`config.mk`:
```
export PLATFORM = sky130hd
export DESIGN_NAME = fetch_ctrl
export DESIGN_NICKNAME = d
export VERILOG_FILES = /design/src/rtl/fetch_ctrl_pkg.sv /design/src/rtl/program_counter.sv /design/src/rtl/fetch_ctrl.sv
export SDC_FILE = /design/constraint.sdc
export NUM_CORES = 1
export LEC_CHECK = 0
export ABC_AREA = 1
export CAP_MARGIN = 20
export CORE_UTILIZATION = 37
export CTS_CLUSTER_DIAMETER = 80
export DETAILED_ROUTE_END_ITERATION = 16
export PLACE_DENSITY = 0.85
export SYNTH_ARGS = -nofsm -noshare
export SYNTH_HDL_FRONTEND = slang
export SYNTH_SLANG_ARGS = --single-unit
export TNS_END_PERCENT = 1
```
`constraint.sdc`:
```
create_clock -name clk_cpu -period 1.1 [get_ports clk_cpu]
set_input_delay 0.22 -clock clk_cpu [delete_from_list [all_inputs] [get_ports clk_cpu]]
set_output_delay 0.22 -clock clk_cpu [all_outputs]
set_load 0.01 [all_outputs]
```
`src/rtl/fetch_ctrl_pkg.sv`:
```
// Shared definitions for the instruction-fetch sequencer: FSM state encoding
// and the NOP instruction word presented while nothing has been fetched.
package fetch_ctrl_pkg;

   typedef enum logic [1:0] {
      FS_IDLE  = 2'd0,
      FS_FETCH = 2'd1,
      FS_ISSUE = 2'd2
   } fetch_state_e;

   localparam logic [7:0] INSTR_NOP = 8'h00;

endpackage

```
`src/rtl/program_counter.sv`:
```
// Loadable wrap-around counter used as the CPU program counter.
// A load has priority over an increment; the increment wraps modulo 2^W.
module program_counter #(
   parameter int             W         = 4,
   parameter logic [W-1:0]   RESET_VAL = '0
) (
   input  logic         clk,
   input  logic         rst_n,
   input  logic         load_i,
   input  logic [W-1:0] load_val_i,
   input  logic         inc_i,
   output logic [W-1:0] cnt_o
);

   logic [W-1:0] cnt_q;
   logic [W-1:0] cnt_d;

   // NOTE: cnt_d gets a default before any branch so no path leaves it unassigned (no latch).
   always_comb begin
      cnt_d = cnt_q;
      if (load_i) begin
         cnt_d = load_val_i;
      end else if (inc_i) begin
         cnt_d = cnt_q + 1'b1;
      end
   end

   // NOTE: state registers use non-blocking assignments so all flops update together.
   always_ff @(posedge clk or negedge rst_n) begin
      if (!rst_n) begin
         cnt_q <= RESET_VAL;
      end else begin
         cnt_q <= cnt_d;
      end
   end

   assign cnt_o = cnt_q;

endmodule

```
`src/rtl/fetch_ctrl.sv`:
```
// Instruction-fetch sequencer: owns the PC, fetches from a combinational ROM
// and hands each instruction to execute over a valid/ready handshake.
module fetch_ctrl
   import fetch_ctrl_pkg::*;
#(
   parameter int                ADRS_W   = 4,
   parameter int                DATA_W   = 8,
   parameter logic [ADRS_W-1:0] RESET_PC = '0
) (
   input  logic              clk_cpu,
   input  logic              reset,
   output logic [ADRS_W-1:0] rom_adrs,
   input  logic [DATA_W-1:0] rom_dat,
   output logic [DATA_W-1:0] instr,
   output logic              instr_valid,
   input  logic              instr_ready,
   input  logic              jmp_en,
   input  logic [ADRS_W-1:0] jmp_adrs,
   input  logic              run,
   input  logic              step,
   input  logic              halt_req,
   output logic [ADRS_W-1:0] pc,
   output logic              halted
);

   fetch_state_e      state_q;
   logic [DATA_W-1:0] instr_q;
   logic              instr_valid_q;
   logic              halted_q;
   logic              step_mode_q;

   logic              handshake;
   logic              pc_load;
   logic              pc_inc;
   logic [ADRS_W-1:0] pc_cur;

   // Jumps and increments only ever happen on the cycle the instruction is taken.
   assign handshake = (state_q == FS_ISSUE) & instr_valid_q & instr_ready;
   assign pc_load   = handshake & jmp_en;
   assign pc_inc    = handshake & ~jmp_en;

   program_counter #(
      .W         (ADRS_W),
      .RESET_VAL (RESET_PC)
   ) u_pc (
      .clk        (clk_cpu),
      .rst_n      (reset),
      .load_i     (pc_load),
      .load_val_i (jmp_adrs),
      .inc_i      (pc_inc),
      .cnt_o      (pc_cur)
   );

   always_ff @(posedge clk_cpu or negedge reset) begin
      if (!reset) begin
         state_q       <= FS_IDLE;
         instr_q       <= DATA_W'(INSTR_NOP);
         instr_valid_q <= 1'b0;
         halted_q      <= 1'b1;
         step_mode_q   <= 1'b0;
      end else begin
         case (state_q)
            FS_IDLE: begin
               instr_valid_q <= 1'b0;
               halted_q      <= 1'b1;
               // run has priority over step, so a simultaneous step starts free-running.
               if (run || step) begin
                  state_q     <= FS_FETCH;
                  step_mode_q <= ~run;
                  halted_q    <= 1'b0;
               end
            end
            FS_FETCH: begin
               instr_q       <= rom_dat;
               instr_valid_q <= 1'b1;
               halted_q      <= 1'b0;
               state_q       <= FS_ISSUE;
            end
            FS_ISSUE: begin
               if (handshake) begin
                  instr_valid_q <= 1'b0;
                  if (halt_req || step_mode_q || !run) begin
                     state_q  <= FS_IDLE;
                     halted_q <= 1'b1;
                  end else begin
                     state_q  <= FS_FETCH;
                  end
               end
            end
            default: begin
               state_q       <= FS_IDLE;
               instr_valid_q <= 1'b0;
               halted_q      <= 1'b1;
            end
         endcase
      end
   end

   assign rom_adrs    = pc_cur;
   assign pc          = pc_cur;
   assign instr       = instr_q;
   assign instr_valid = instr_valid_q;
   assign halted      = halted_q;

endmodule

```
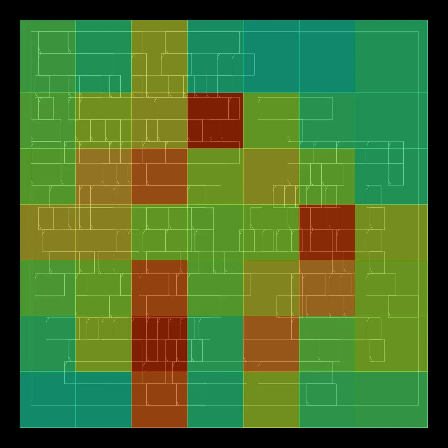
congestion_map.png
grt met3 use: 0.04545
final core utilization: 0.5860

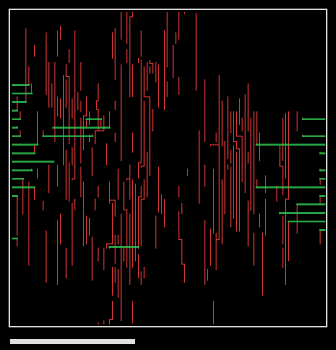
layers.png
The bar under the picture is 20 µm long. Only two layers are drawn.
[M2] red | wire length: 1,090 µm
[M3] green | wire length: 107 µm
vias post-DR: 854
wirelength, routed: 2055 µm
routed length per instance: 11.35 µm
Total Routing Usage GR: 0.1915

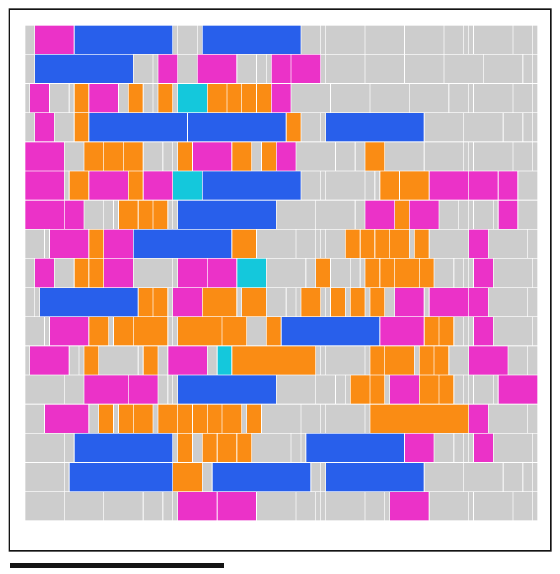
class_map.png
The bar under the picture is 20 µm long. Fill, decap, tap and diode cells in gray.
[registers] blue | cells: 17 | share of their area: 34%
[clock drivers and dummy loads] cyan | cells: 4 | share of their area: 2.1%
[remaining buffers and delay cells] magenta | cells: 52 | share of their area: 32%
[remaining logic cells] orange | cells: 80 | share of their area: 32%
sequential share of cell area: 0.3292
Core Area: 2212 µm²
Cell Rows: 17
Finished Cell Area: 1296 µm²

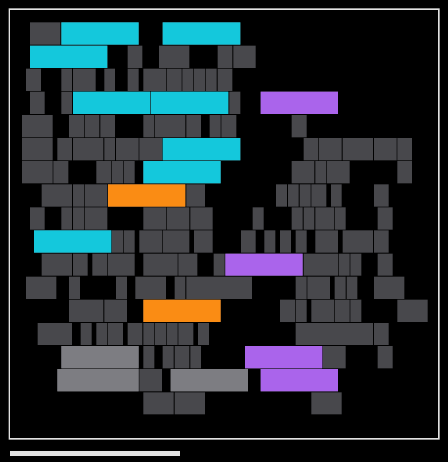
ff_map.png
The bar under the picture is 20 µm long. Other sequential cells in the stronger gray, the rest of the logic in the fainter gray.
[`state_q`] orange | sequential cells: 2
[`instr`] cyan | sequential cells: 8
[`u_pc.cnt_o`] purple | sequential cells: 4

==> impl_metrics.json <==
{
  "drt-initial-drc-count": 14,
  "top_cells_by_area": "dfrtp_1, nand2_1, nand3_1",
  "clkbuf_count": 4,
  "top_layer": "met4",
  "synth-cells-yosys": 103,
  "met1_length_um": 847,
  "placed_area_um2": 1291,
  "area_growth_pct": 49.71,
  "p_comb_frac": 0.567,
  "gp_congestion": 0.7590,
  "synthCells": 103,
  "fin_nets": 174,
  "cp-end-kind": "output pin",
  "mi_logic_area_um2": 365.4,
  "io_pins": 37,
  "whs_ns": 0.2393,
  "synth.avg_cell_area_um2": 8.406,
  "finalSetupViolations": 2,
  "cp.arrival_ns": 0.93,
  "antenna_cells": 0,
  "fin_setup_tns_ns": -0.06578,
  "die_area_um2": 2538,
  "worst-r2r-setup-slack_ns": -0.02,
  "postCtsHoldBufs": 0,
  "critPathBufInv": 1,
  "h-tree-depth": 1,
  "wl_met2_um": 1094,
  "cts_tree": "built",
  "power_frac_clock": 0.094,
  "finClkSkew_ns": 0.002179,
  "cp-start-kind": "flip-flop",
  "dominant_cells": "flip-flops and latches",
  "final_common_cell": "nand2_1",
  "dp.final_hpwl_um": 1527,
  "clk_pin_slew_ns": 0.09,
  "ys_sh_adder": 0.01445,
  "worstSkewPairLatency_ns": 0.28,
  "crit_required_ns": 0.88,
  "drv_slew": 0,
  "cp.depth": 1,
  "p_per_area_nw_per_um2": 2644,
  "antenna_found_initial": 0,
  "path_delay_family": "flip-flops",
  "cts_buffer_depth": 2,
  "tightest_slew_ns": 0.2286,
  "synth_warnings": 0,
  "crit_fanout": 2,
  "grt_pass1_vias": 910,
  "drive_gt1_frac": 0.3007,
  "top_area_cell": "dfrtp_1",
  "xor_share": 0,
  "post-place-ws_ns": -0.2155,
  "ys_sh_simple": 0.3237,
  "gr-total-overflow": 0,
  "grt_first_pass_wirelength_um": 3684,
  "use_met1": 0.2046,
  "fillers": 198,
  "syn_nets": 123,
  "ys_ff": 17,
  "p_leak_nw": 0.6786,
  "synthFlopType": "dfrtp_1",
  "root_buffer": "clkbuf_4",
  "logic_family": "simple AND/OR/NAND/NOR gates",
  "cp_slowest_stage_delay_ns": 0.55,
  "dp.cells": 172,
  "timing.final.hold_violations": 0,
  "mux_share": 0,
  "buf_share": 0.3137,
  "rr_startpoint": "u_pc.cnt_o[2]",
  "ys_seq_frac": 0.4928,
  "drv_cap": 0,
  "post_cts_buffers": 5,
  "status": "finished, violations left",
  "clk_share": 0.02027,
  "drcViolationCount": 0,
  "power_leader": "combinational cells",
  "comb-power_mw": 1.94,
  "multiInputCombCellCount": 71,
  "timing.fmax_mhz": 870.0,
  "violations": "negative setup slack",
  "powerClk_uw": 323,
  "critical_path_class": "reg -> out",
  "buffers_excl_clock": 52,
  "grt_setup_unrepaired": "true",
  "layout_setup_ws_ns": -0.04949,
  "ys_types": 22,
  "post-route-min-period_ns": 1.149
}
